## src/rtl/m_bitmap_pixel_stream_pkg.sv

```systemverilog
// ---------------------------------------------------------------------------
// m_bitmap_pixel_stream_pkg
// Shared bitmap definitions used by the header checker and the pixel
// streamer: default limits, the 8-bit FSM state encoding and a small helper
// for the per-row pad length of a 24-bit BMP pixel array.
// ---------------------------------------------------------------------------
package m_bitmap_pixel_stream_pkg;

    // Default limits for accepted header fields.
    localparam int unsigned BMP_MIN_OFFSET = 54;
    localparam int unsigned BMP_MAX_DIM    = 1024;

    // Streamer FSM state encoding.
    localparam logic [7:0] S_IDLE     = 8'h00;
    localparam logic [7:0] S_CHECK    = 8'h01;
    localparam logic [7:0] S_SKIP     = 8'h02;
    localparam logic [7:0] S_BYTE_B   = 8'h03;
    localparam logic [7:0] S_BYTE_G   = 8'h04;
    localparam logic [7:0] S_BYTE_R   = 8'h05;
    localparam logic [7:0] S_PIX_OUT  = 8'h06;
    localparam logic [7:0] S_PAD      = 8'h07;
    localparam logic [7:0] S_FAIL     = 8'h08;
    localparam logic [7:0] S_COMPLITE = 8'h09;

    // Rows are padded to a multiple of 4 bytes. With 3 bytes per pixel,
    // (4 - (3W mod 4)) mod 4 reduces to W mod 4, i.e. the low two bits.
    function automatic logic [1:0] row_pad_bytes(input logic [15:0] width);
        return width[1:0];
    endfunction

endpackage

```

## src/rtl/m_bitmap_pixel_stream_if.sv

```systemverilog
// ---------------------------------------------------------------------------
// m_bitmap_pixel_stream_if
// Byte-in / pixel-out stream bundle.
//   ByteValid/ByteData  : file byte stream from the source (byte 0 first)
//   ByteReady           : streamer accepts the current byte
//   PixValid/PixData    : {R,G,B} pixel with coordinates PixX/PixY
//   PixReady            : sink accepts the current pixel
// Handshake: a beat transfers on a rising edge where valid and ready are
// both high; the sender keeps data stable while valid is high and ready low.
// master = byte source + pixel sink side, slave = streamer side.
// ---------------------------------------------------------------------------
interface m_bitmap_pixel_stream_if;
    logic        ByteValid;
    logic [7:0]  ByteData;
    logic        ByteReady;
    logic        PixValid;
    logic [23:0] PixData;
    logic [15:0] PixX;
    logic [15:0] PixY;
    logic        PixReady;

    modport master (
        output ByteValid, ByteData, PixReady,
        input  ByteReady, PixValid, PixData, PixX, PixY
    );

    modport slave (
        input  ByteValid, ByteData, PixReady,
        output ByteReady, PixValid, PixData, PixX, PixY
    );
endinterface

```

## src/rtl/m_bitmap_pixel_stream.sv

```systemverilog
// ---------------------------------------------------------------------------
// m_bitmap_pixel_stream
// Converts a raw 24-bit BMP file byte stream into a pixel stream. After the
// header fields are range-checked, the bytes before the pixel array are
// skipped, then each B,G,R triplet becomes one {R,G,B} pixel tagged with its
// X/Y position. Rows arrive bottom-up, so PixY counts down from Height-1.
// Row pad bytes are consumed and dropped; nothing past the last row's pad is
// requested.
// Ports:
//   clk, rst                      clock, asynchronous active-high reset
//   StreamEn                      start/hold; low aborts and re-arms
//   PixArrayOffset/Width/Height   header fields, stable while StreamEn=1
//   bus                           byte-in / pixel-out handshakes (slave)
//   StreamComplite, StreamFail    done / rejected-parameters flags
//   DbgState                      current FSM state
// ---------------------------------------------------------------------------
module m_bitmap_pixel_stream
    import m_bitmap_pixel_stream_pkg::*;
#(
    parameter int unsigned MAX_DIM    = 'd1024,
    parameter int unsigned MIN_OFFSET = BMP_MIN_OFFSET
) (
    input  logic                          clk,
    input  logic                          rst,
    input  logic                          StreamEn,
    input  logic [15:0]                   PixArrayOffset,
    input  logic [15:0]                   PixWidth,
    input  logic [15:0]                   PixHeight,
    m_bitmap_pixel_stream_if.slave        bus,
    output logic                          StreamComplite,
    output logic                          StreamFail,
    output logic [7:0]                    DbgState
);

    localparam logic [15:0] MAX_DIM_W    = 16'(MAX_DIM);
    localparam logic [15:0] MIN_OFFSET_W = 16'(MIN_OFFSET);

    logic [7:0]  r_state;
    logic [7:0]  w_next_state;
    logic [15:0] r_byte_cnt;
    logic [1:0]  r_pad_cnt;
    logic [7:0]  r_blue;
    logic [7:0]  r_green;
    logic [23:0] r_pix_data;
    logic [15:0] r_pix_x;
    logic [15:0] r_pix_y;

    logic        w_byte_rdy;
    logic        w_pix_valid;
    logic        w_complete;
    logic        w_fail;
    logic        w_byte_xfer;
    logic        w_pix_xfer;
    logic        w_params_bad;
    logic        w_last_x;
    logic        w_last_y;
    logic        w_skip_last;
    logic        w_pad_last;
    logic [1:0]  w_pad;

    assign w_byte_xfer  = bus.ByteValid & w_byte_rdy;
    assign w_pix_xfer   = w_pix_valid & bus.PixReady;
    assign w_params_bad = (PixWidth == 16'd0) || (PixHeight == 16'd0) ||
                          (PixWidth > MAX_DIM_W) || (PixHeight > MAX_DIM_W) ||
                          (PixArrayOffset < MIN_OFFSET_W);
    assign w_pad        = row_pad_bytes(PixWidth);
    assign w_last_x     = (r_pix_x == PixWidth - 16'd1);
    assign w_last_y     = (r_pix_y == 16'd0);
    assign w_skip_last  = (r_byte_cnt == PixArrayOffset - 16'd1);
    assign w_pad_last   = (r_pad_cnt == w_pad - 2'd1);

    // State register.
    always_ff @(posedge clk or posedge rst) begin
        if (rst) begin
            r_state <= S_IDLE;
        end else begin
            r_state <= w_next_state;
        end
    end

    // Next-state logic. StreamEn low overrides everything and re-arms.
    always_comb begin
        w_next_state = r_state;
        case (r_state)
            S_IDLE: begin
                if (StreamEn) w_next_state = S_CHECK;
            end
            S_CHECK: begin
                if (w_params_bad)                  w_next_state = S_FAIL;
                else if (PixArrayOffset == 16'd0)  w_next_state = S_BYTE_B;
                else                               w_next_state = S_SKIP;
            end
            S_SKIP: begin
                if (w_byte_xfer && w_skip_last) w_next_state = S_BYTE_B;
            end
            S_BYTE_B: begin
                if (w_byte_xfer) w_next_state = S_BYTE_G;
            end
            S_BYTE_G: begin
                if (w_byte_xfer) w_next_state = S_BYTE_R;
            end
            S_BYTE_R: begin
                if (w_byte_xfer) w_next_state = S_PIX_OUT;
            end
            S_PIX_OUT: begin
                if (w_pix_xfer) begin
                    if (!w_last_x)          w_next_state = S_BYTE_B;
                    else if (w_pad != 2'd0) w_next_state = S_PAD;
                    else if (w_last_y)      w_next_state = S_COMPLITE;
                    else                    w_next_state = S_BYTE_B;
                end
            end
            S_PAD: begin
                if (w_byte_xfer && w_pad_last) begin
                    w_next_state = w_last_y ? S_COMPLITE : S_BYTE_B;
                end
            end
            S_FAIL:     w_next_state = S_FAIL;
            S_COMPLITE: w_next_state = S_COMPLITE;
            default:    w_next_state = S_IDLE;
        endcase
        if (!StreamEn) w_next_state = S_IDLE;
    end

    // Moore outputs decoded from the registered state, so reset clears them
    // immediately without waiting for a clock edge.
    always_comb begin
        w_byte_rdy  = 1'b0;
        w_pix_valid = 1'b0;
        w_complete  = 1'b0;
        w_fail      = 1'b0;
        case (r_state)
            S_SKIP, S_BYTE_B, S_BYTE_G, S_BYTE_R, S_PAD: w_byte_rdy  = 1'b1;
            S_PIX_OUT:                                   w_pix_valid = 1'b1;
            S_FAIL:                                      w_fail      = 1'b1;
            S_COMPLITE:                                  w_complete  = 1'b1;
            default: ;
        endcase
    end

    // Datapath: byte/pad counters, colour capture and pixel coordinates.
    always_ff @(posedge clk or posedge rst) begin
        if (rst) begin
            r_byte_cnt <= 16'd0;
            r_pad_cnt  <= 2'd0;
            r_blue     <= 8'd0;
            r_green    <= 8'd0;
            r_pix_data <= 24'd0;
            r_pix_x    <= 16'd0;
            r_pix_y    <= 16'd0;
        end else begin
            case (r_state)
                S_IDLE: begin
                    if (StreamEn) begin
                        r_byte_cnt <= 16'd0;
                        r_pad_cnt  <= 2'd0;
                        r_pix_x    <= 16'd0;
                        r_pix_y    <= 16'd0;
                    end
                end
                S_CHECK: begin
                    // Bottom row of the image comes first in the file.
                    r_pix_y <= PixHeight - 16'd1;
                end
                S_SKIP: begin
                    if (w_byte_xfer && (r_byte_cnt != PixArrayOffset)) begin
                        r_byte_cnt <= r_byte_cnt + 16'd1;
                    end
                end
                S_BYTE_B: begin
                    if (w_byte_xfer) r_blue <= bus.ByteData;
                end
                S_BYTE_G: begin
                    if (w_byte_xfer) r_green <= bus.ByteData;
                end
                S_BYTE_R: begin
                    if (w_byte_xfer) r_pix_data <= {bus.ByteData, r_green, r_blue};
                end
                S_PIX_OUT: begin
                    r_pad_cnt <= 2'd0;
                    if (w_pix_xfer) begin
                        if (!w_last_x) begin
                            r_pix_x <= r_pix_x + 16'd1;
                        end else begin
                            r_pix_x <= 16'd0;
                            // With pad, the row step happens when the pad ends.
                            if ((w_pad == 2'd0) && !w_last_y) r_pix_y <= r_pix_y - 16'd1;
                        end
                    end
                end
                S_PAD: begin
                    if (w_byte_xfer) begin
                        r_pad_cnt <= r_pad_cnt + 2'd1;
                        if (w_pad_last && !w_last_y) r_pix_y <= r_pix_y - 16'd1;
                    end
                end
                default: ;
            endcase
        end
    end

    assign bus.ByteReady  = w_byte_rdy;
    assign bus.PixValid   = w_pix_valid;
    assign bus.PixData    = r_pix_data;
    assign bus.PixX       = r_pix_x;
    assign bus.PixY       = r_pix_y;
    assign StreamComplite = w_complete;
    assign StreamFail     = w_fail;
    assign DbgState       = r_state;

endmodule

```

## src/flat_wrapper.sv

```systemverilog
// flat-port wrapper written by rule: the top's interface ports become plain ports
module m_bitmap_pixel_stream_flat import m_bitmap_pixel_stream_pkg::*;
#(
    parameter int unsigned MAX_DIM    = 'd1024,
    parameter int unsigned MIN_OFFSET = BMP_MIN_OFFSET
)
  (clk, rst, StreamEn, PixArrayOffset, PixWidth, PixHeight, StreamComplite, StreamFail, DbgState, bus_ByteValid, bus_ByteData, bus_PixReady, bus_ByteReady, bus_PixValid, bus_PixData, bus_PixX, bus_PixY);
  m_bitmap_pixel_stream_if bus_i ();
  input  logic clk;
  input  logic rst;
  input  logic StreamEn;
  input  logic [15:0] PixArrayOffset;
  input  logic [15:0] PixWidth;
  input  logic [15:0] PixHeight;
  output logic StreamComplite;
  output logic StreamFail;
  output logic [7:0] DbgState;
  input wire logic [$bits(bus_i.ByteValid)-1:0] bus_ByteValid;
  input wire logic [$bits(bus_i.ByteData)-1:0] bus_ByteData;
  input wire logic [$bits(bus_i.PixReady)-1:0] bus_PixReady;
  output wire logic [$bits(bus_i.ByteReady)-1:0] bus_ByteReady;
  output wire logic [$bits(bus_i.PixValid)-1:0] bus_PixValid;
  output wire logic [$bits(bus_i.PixData)-1:0] bus_PixData;
  output wire logic [$bits(bus_i.PixX)-1:0] bus_PixX;
  output wire logic [$bits(bus_i.PixY)-1:0] bus_PixY;
  assign bus_i.ByteValid = bus_ByteValid;
  assign bus_i.ByteData = bus_ByteData;
  assign bus_i.PixReady = bus_PixReady;
  assign bus_ByteReady = bus_i.ByteReady;
  assign bus_PixValid = bus_i.PixValid;
  assign bus_PixData = bus_i.PixData;
  assign bus_PixX = bus_i.PixX;
  assign bus_PixY = bus_i.PixY;
  m_bitmap_pixel_stream #(.MAX_DIM(MAX_DIM), .MIN_OFFSET(MIN_OFFSET)) u_core (.clk(clk), .rst(rst), .StreamEn(StreamEn), .PixArrayOffset(PixArrayOffset), .PixWidth(PixWidth), .PixHeight(PixHeight), .bus(bus_i), .StreamComplite(StreamComplite), .StreamFail(StreamFail), .DbgState(DbgState));
endmodule
```

## config.mk

```make
export PLATFORM = sky130hd
export DESIGN_NAME = m_bitmap_pixel_stream_flat
export DESIGN_NICKNAME = d
export VERILOG_FILES = /design/src/rtl/m_bitmap_pixel_stream_pkg.sv /design/src/rtl/m_bitmap_pixel_stream_if.sv /design/src/rtl/m_bitmap_pixel_stream.sv /design/src/flat_wrapper.sv
export SDC_FILE = /design/constraint.sdc
export NUM_CORES = 1
export LEC_CHECK = 0
export CAP_MARGIN = 20
export CORE_MARGIN = 2
export CORE_UTILIZATION = 50
export DETAILED_ROUTE_END_ITERATION = 12
export MAX_ROUTING_LAYER = met4
export PLACE_DENSITY_LB_ADDON = 0.08
export SLEW_MARGIN = 15
export SYNTH_ARGS = -nofsm -noshare
export SYNTH_HDL_FRONTEND = slang
export SYNTH_SLANG_ARGS = --single-unit
```

## constraint.sdc

```tcl
create_clock -name clk -period 4.65 [get_ports clk]
set_input_delay 0.6975 -clock clk [delete_from_list [all_inputs] [get_ports clk]]
set_output_delay 0.6975 -clock clk [all_outputs]
set_load 0.05 [all_outputs]
```

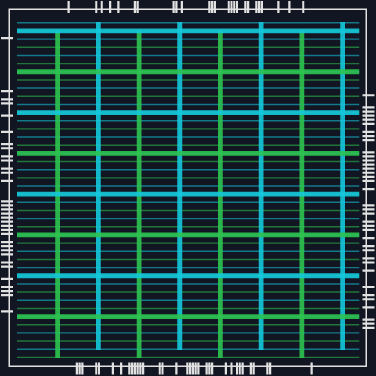
run_1/floorplan.png
Drawn at 3 px/um. Pins as bars on the die edge.
Key: green = VSS; cyan = VDD
The core has 41 rows. 42 met1 rails follow the rows. 8 straps on met5. 8 straps on met4.
core area: 12700 um2
worst ir drop on vdd: 0.233 mV
Die H: 119 um
Die Width: 119 um

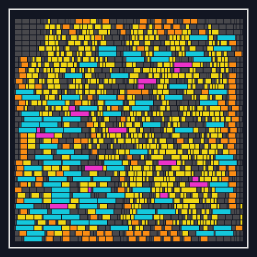
run_1/class_map.png
Drawn at 2 px/um. Fill, decap, tap and diode cells in gray.
Key: cyan = registers [cells 94, share of their area 30%]; yellow = remaining logic cells [cells 611, share of their area 50%]; orange = remaining buffers and delay cells [cells 132, share of their area 17%]; magenta = clock drivers and dummy loads [cells 16, share of their area 3.5%]
post-layout util: 64.1%
# rows: 41
Seq area share: 28.8%
post-route cell area: 8160 um2

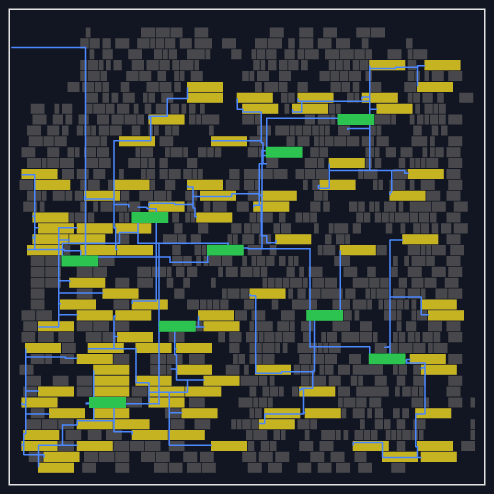
run_1/clock_wires.png
Drawn at 4 px/um.
Key: blue = clock wires [length 1210 um]; green = clock-net drivers [count 9]; yellow = flip-flops [count 94]
Position of the flops: spread over the die. There are 10 routed clock nets.
Worst-Skew Late Latency: 350 ps
clock network fraction of total power: 32.8%
Clock Skew: 5.75 ps
Clock group: 0.711 mW

==> results.cfg, run 1 <==
; synthesis and place-and-route metrics
[status]
status = complete, no violations

[placement]
dpl-instance-area_um2 = 7880
gp_congestion = 0.901

[drt]
ant_nets = 0
wl_met3_um = 989
wl_per_cell_um = 16.3
drtIter0Drc = 584
top_layer = met4
met1_length_um = 7380
vias = 6000
first_pass_iters = 5

[clocking]
numClockSinks = 94
post_cts_buffers = 0
cts_root_buf = clkbuf_16
cts_tree = done
htreeDepth = 3
cts_buffers = 9
cts.hold.buffers_added = 0

[final_timing]
finalWorstSetupSlack_ps = 849
finalSetupViolations = 0
finalMaxSlewViolations = 0
maxSlewHeadroom_pct = 44.6
worstMarginPinSlew_ps = 826
fmax_mhz = 263
fin_crit_ps = 3800
rsz0062_at_grt = false
fin_setup_tns_ps = 0
hold_violations = 0

[run]
drv_cap = 0
warnings = 28

[layout]
stdcell_count = 1025
drive_gt1_share_pct = 10.8
largest_reg_flops = 24
layout_top_cell = clkdlybuf4s50_1
final_cell_mix = clkdlybuf4s50_1, dfrtp_1, nor2_1, nand2_1, mux2_2
nets = 915

[synthesis]
mux_share_pct = 9.41
synth-edff-count = 0
synthArstFlopShare_pct = 100
ys_sh_aoi_pct = 15.4
synth-seq-cells = 94
postSynthSeqShare_pct = 35.9
yosys_cells = 749
netlist_area_um2 = 6560
top_area_cell = dfrtp_1
xor_area_share_pct = 8.49
yosysChipArea_um2 = 6560
top_logic_kind = simple AND/OR/NAND/NOR gates
simple_gate_share_pct = 25.3
topCellsByArea = dfrtp_1, mux2_2, xor2_1, nor2_1, nand2_1

[power_and_ir_drop]
top_power_group = registers
seqPwrFrac_pct = 42.0
power.total_mw = 2.17
comb_power_mw = 0.548
powerDensity_nw_per_um2 = 266
pwr-share-comb_pct = 25.3
p_sw_mw = 0.729
internal_power_mw = 1.44

[floorplanning]
io_pins = 129
fp_util_pct = 51.5
chipArea_um2 = 14000

[critical_path]
path_cells = clkdlybuf4s50_1 > inv_1 > ha_1 > nor4b_1 > nand4b_1 > or4_1 > o211ai_2 > nand4b_2 > o31a_4 > nand2b_1 > o311ai_1
cp.arrival_ps = 4020
cp_slowest_cell = or4_1
crit_fanout = 18

[grt]
grt_pass1_vias = 5777
grt_max_degree = 57
grt_usage_pct = 25.0
antenna_found_initial = 0
[run 1: path summary, 6_finish.rpt]
kind / start / endpoint / slack [ps] / cells after the start
max reg2reg: u_core.DbgState[1] / u_core.bus.PixY[0] / 1410 / 7
max: PixWidth[0] / u_core.bus.PixX[11] / 850 / 11
min: u_core.r_blue[1] / u_core.bus.PixData[1] / 500 / 1
min in group asynchronous: rst / u_core.bus.PixData[15] / 740 / 2
min reg2reg: u_core.r_blue[1] / u_core.bus.PixData[1] / 500 / 1
max in group asynchronous: rst / u_core.bus.PixY[15] / 2730 / 3
[run 1: layout make-up]
cell class                      instances  area (um2)
Clock buffer                           10         229
Multi-Input combinational cell        593        3930
Tap cell                              172         215
Timing Repair Buffer                  132        1310
Clock inverter                          6        51.3
Inverter                               18        68.8
Fill cell                            1131        4560
Sequential cell                        94        2350
[run 1: metal layers]
metal	vias up	global-route usage, %
li1	2914	-
met1	2878	31.9
met2	184	39.7
met3	24	5.65
met4	0	7.89
met5	-	-
[run 1: cells in the mapped netlist, drive strengths merged, types with 5 or more instances]
cell type,number
dfrtp,94
nor2,73
nand2,71
mux2,45
o21ai,44
xor2,36
nor3,34
clkbuf,32
nand3,29
a21oi,25
xnor2,25
inv,18
nor4,17
buf,15
or4,15
a211oi,11
mux2i,11
a31oi,10
a2bb2oi,9
and2,9
nand2b,9
nand4,9
o311ai,8
a22o,7
or3,7
and3,6
ha,6
or2,6
a211o,5
nand3b,5
nand4b,5
nor2b,5
[run 1: worst max-delay path, delay by kind of cell]
kind / cells / cell delay [ps]
AOI/OAI and AO/OA: 3 / 760
adders and majority gates: 1 / 320
buffers and inverters: 2 / 590
and+or+nand+nor: 5 / 1640
--- run 2 (diff from run 1) ---
- CORE_UTILIZATION: 50 -> 48
- clock period: 4.65 -> 3.2 ns (I/O delays scaled with it)
==> results.cfg, run 2 <==
; synthesis and place-and-route metrics
[synthesis]
top_area_cell = dfrtp_1
yosys_cells = 749
yosysChipArea_um2 = 6560
simple_gate_share_pct = 25.3
mux_share_pct = 9.41
synth.most_common_cell = dfrtp_1
xor_area_share_pct = 8.49
synth-edff-count = 0
netlist_area_um2 = 6560
synthArstFlopShare_pct = 100
topCellsByArea = dfrtp_1, mux2_2, xor2_1, nor2_1, nand2_1
top_logic_kind = simple AND/OR/NAND/NOR gates
common_cells = dfrtp_1, nor2_1, nand2_1
ys_sh_aoi_pct = 15.4
postSynthSeqShare_pct = 35.9
synth-seq-cells = 94

[final_timing]
finalSetupViolations = 0
fmax_mhz = 325
maxSlewHeadroom_pct = 42.6
fin_crit_ps = 3080
hold_violations = 0
worstMarginPinSlew_ps = 859
finalMaxSlewViolations = 0
period_used_pct = 96.3

[drt]
ant_nets = 0
vias = 6366
first_pass_iters = 5
wl_per_cell_um = 16.4
drtIter0Drc = 440

[critical_path]
r2r_cells = 7
startpoint_type = input pin
regToRegEndpoint = u_core.bus.PixY[13]
rr_startpoint = u_core.bus.PixY[3]
r2r_slack_ps = 330
crit_fanout = 4
crit_type = in -> reg
cp.arrival_ps = 3320

[run]
drv_cap = 0
warnings = 28

[layout]
stdcell_count = 1100
drive_gt1_share_pct = 19.2
largest_reg_flops = 24
final_cell_mix = clkdlybuf4s50_1, dfrtp_1, buf_4, nor2_1, nand2_1
layout_top_cell = clkdlybuf4s50_1
fin_util_pct = 66.2
nets = 986

[clocking]
cts_tree = done
cts_buffers = 9
post_cts_buffers = 0
cts_root_buf = clkbuf_16
clk_latency_ps = 350
numClockSinks = 94

[grt]
global_route.usage.met1_pct = 32.5
grt_pass1_vias = 6316
antenna_found_initial = 0
grt_max_degree = 36
global_route.usage.met3_pct = 5.36
grt_usage_pct = 25.8
busiest_layer = met2
use_met2_pct = 42.3

[hold_path]
hold_class = in -> async

[power_and_ir_drop]
powerDensity_nw_per_um2 = 371

[floorplanning]
io_pins = 129
chipArea_um2 = 14600
fp_util_pct = 49.3
rows = 42

[placement]
gp_congestion = 0.910

[status]
status = complete, no violations
==> run 2: layer usage <==
| metal | wire length [um] | vias up |
|---|---|---|
| li1 | - | 3061 |
| met2 | 8860 | 197 |
| met3 | 1140 | 21 |
| met5 | 0 | - |
| met4 | 252 | 0 |
| met1 | 7840 | 3087 |
==> run 2: worst max path at each step <==
stage                                to          startpoint
finish               u_core.DbgState[0]   PixArrayOffset[8]
global route         u_core.bus.PixX[2]         PixWidth[0]
CTS                  u_core.bus.PixX[2]         PixWidth[0]
detailed placement   u_core.bus.PixX[2]         PixWidth[0]
global placement    u_core.bus.PixX[12]         PixWidth[0]
floorplan           u_core.bus.PixY[12]  u_core.DbgState[1]
==> run 2: metrics by stage <==
step | setup TNS [ps] | setup slack [ps] | power (mW) | cell area, um2
3_5_place_dp | -7820 | -312 | 2.22 | 8460
3_3_place_gp | -6040 | -229 | 2.21 | 8460
6_report | 0 | 119 | 3.27 | 8800
4_1_cts | 0 | 58.3 | 3.28 | 8740
2_1_floorplan | 0 | 15.3 | 1.85 | 6620
5_1_grt | -25.9 | -18.9 | 3.40 | 8800
==> run 2: report_power, final <==
group	internal, mW	total, mW	switching, mW
sequential	1.24	1.32	0.0733
combinational	0.383	0.906	0.522
clock	0.540	1.05	0.505
==> run 2: critical path: stages <==
cell             delay (ps)
clkdlybuf4s50_1         410
or4_1                   580
nor3_1                  210
or4b_1                  470
xor2_1                  150
and4_1                  200
a31oi_1                 540
nor3_1                  100
o21a_1                  190
==> run 2: cell type report <==
type                       count  area, um2
multi-input combinational    593       3990
tap                          176        220
clock inverter                 6       52.6
fill                        1116       4490
clock buffer                  10        229
sequential                    94       2360
inverter                      18       68.8
timing repair buffer         203       1890
==> run 2: what timing repair did <==
item	4_1_cts	5_1_grt
hold buffers	0	0
gates resized	0	16
endpoints found under the setup margin	0	28
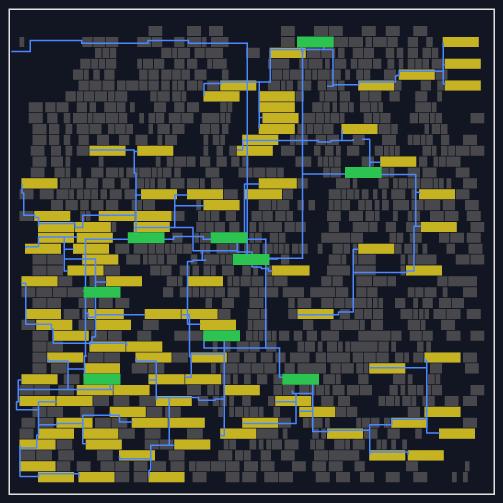
run_2/clock_wires.png
Drawn at 4 px/um.
Key: green = clock-net drivers [count 9]; blue = clock wires [length 1290 um]; yellow = flip-flops [count 94]
There are 10 routed clock nets.
Clock Skew: 6.38 ps
clock network fraction of total power: 32.0%
Clock group: 1.05 mW

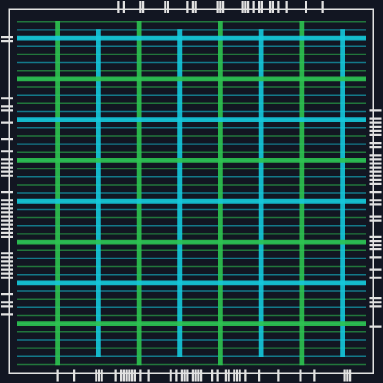
run_2/floorplan.png
Drawn at 3 px/um. Pins as bars on the die edge.
Key: green = VSS; cyan = VDD
43 met1 rails follow the rows. 8 straps on met5. The core has 42 rows. 8 straps on met4.
worst ir drop on vdd: 0.298 mV
core area: 13300 um2
Die H: 121 um
Die Width: 121 um

--- run 3 (diff from run 2) ---
- PLACE_DENSITY: not set -> 0.85
- PLACE_DENSITY_LB_ADDON: 0.08 -> not set
==> results.cfg, run 3 <==
; synthesis and place-and-route metrics
[final_timing]
finalWorstSetupSlack_ps = 86.2
worstMarginPinSlew_ps = 784
fin_crit_ps = 3110
rsz0062_at_grt = false
maxSlewHeadroom_pct = 47.6
fmax_mhz = 321
fin_setup_tns_ps = 0

[critical_path]
startpoint_type = input pin
r2r_slack_ps = 350

[synthesis]
synth-edff-count = 0
xor_area_share_pct = 8.49
common_cells = dfrtp_1, nor2_1, nand2_1
netlist_area_um2 = 6560
synthArstFlopShare_pct = 100
postSynthSeqShare_pct = 35.9
yosys_cells = 749
top_area_cell = dfrtp_1
topCellsByArea = dfrtp_1, mux2_2, xor2_1, nor2_1, nand2_1
synth-seq-cells = 94
simple_gate_share_pct = 25.3

[drt]
first_pass_iters = 5
drtIter0Drc = 371

[layout]
nets = 980
fin_area_um2 = 8730
layout_top_cell = clkdlybuf4s50_1
fin_util_pct = 65.7
stdcell_count = 1094
final_cell_mix = clkdlybuf4s50_1, dfrtp_1, nor2_1, nand2_1, buf_4

[floorplanning]
die_y_um = 121
coreArea_um2 = 13300
dieWidth_um = 121
fp_util_pct = 49.3
rows = 42

[clocking]
cts_root_buf = clkbuf_16
htreeDepth = 3
cts_tree = done
cts.hold.buffers_added = 0

[power_and_ir_drop]
powerDensity_nw_per_um2 = 374
power.total_mw = 3.26
pwr-share-comb_pct = 27.1
seqPwrFrac_pct = 40.6
p_sw_mw = 1.10

[grt]
grt_pass1_vias = 5864
antenna_found_initial = 0
grt_max_degree = 55

[placement]
dpl-instance-area_um2 = 8410
gp_congestion = 0.905

[status]
status = complete, no violations

[hold_path]
hold_class = reg -> reg
[run 3: cell types whose count changed in the layout (fill, tap and decap cells not counted), moves of 2 or more]
cell	delta
o21ai_1	+2
a21oi_1	+2
buf_4	-6
o21ai_2	-2
clkinvlp_4	-2
a21oi_2	-2
[run 3: worst paths after layout]
kind | from | end | cells after the start
setup reg to reg | u_core.DbgState[3] | u_core.bus.PixY[14] | 11
hold reg to reg | u_core.r_blue[3] | u_core.r_blue[3] | 1
setup / recovery | PixWidth[1] | u_core.bus.PixX[12] | 11
max in group asynchronous | rst | u_core.DbgState[2] | 3
hold / removal | u_core.r_blue[3] | u_core.r_blue[3] | 1
min in group asynchronous | rst | u_core.bus.PixData[0] | 2
[run 3: routing by layer]
layer | share of wire (%) | vias to the layer above | global-route usage, %
met3 | 6.7 | 20 | 4.42
met1 | 45 | 2995 | 33.1
met4 | 1.4 | 0 | 7.92
met5 | 0 | - | -
li1 | - | 3061 | -
met2 | 47 | 233 | 38.4
[run 3: layout make-up]
class / count / area (um2)
fillers: 1057 / 4560
clock buffers: 9 / 225
flip-flops and latches: 94 / 2360
multi-input cells: 594 / 3970
inverters: 18 / 68.8
well taps: 176 / 220
clock inverters: 7 / 62.6
repair buffers: 196 / 1830
[run 3: power groups by stage]
| stage | logic (mW) | registers [mW] | clock network, mW |
|---|---|---|---|
| floorplan | 0.365 | 1.49 | 0 |
| global placement | 0.859 | 1.34 | 0 |
| detailed placement | 0.869 | 1.34 | 0 |
| CTS | 0.874 | 1.32 | 1.08 |
| global route | 0.945 | 1.33 | 1.12 |
| finish | 0.883 | 1.32 | 1.06 |
[run 3: what timing repair did]
action                                 CTS  global route
buffers inserted                         0             0
gates resized                            0             5
endpoints found under the hold margin    0             0
setup endpoints to repair                0            25
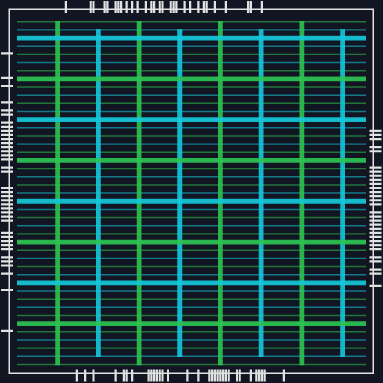
run_3/floorplan.png
Drawn at 3 px/um. Pins as bars on the die edge.
Key: cyan = VDD; green = VSS
129 signal pins sit on the boundary. 43 met1 rails follow the rows. 8 straps on met4. The core has 42 rows. 8 straps on met5.
worst ir drop on vdd: 0.406 mV

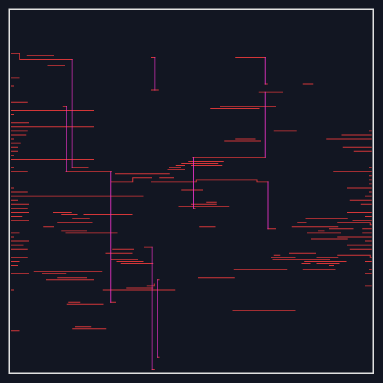
run_3/layers.png
Drawn at 3 px/um. Only two layers are drawn.
Key: magenta = M4 [wire length 242 um]; red = M3 [wire length 1170 um]
final WL: 17500 um
vias: 6309

Power is estimated from default activity; no workload was simulated.
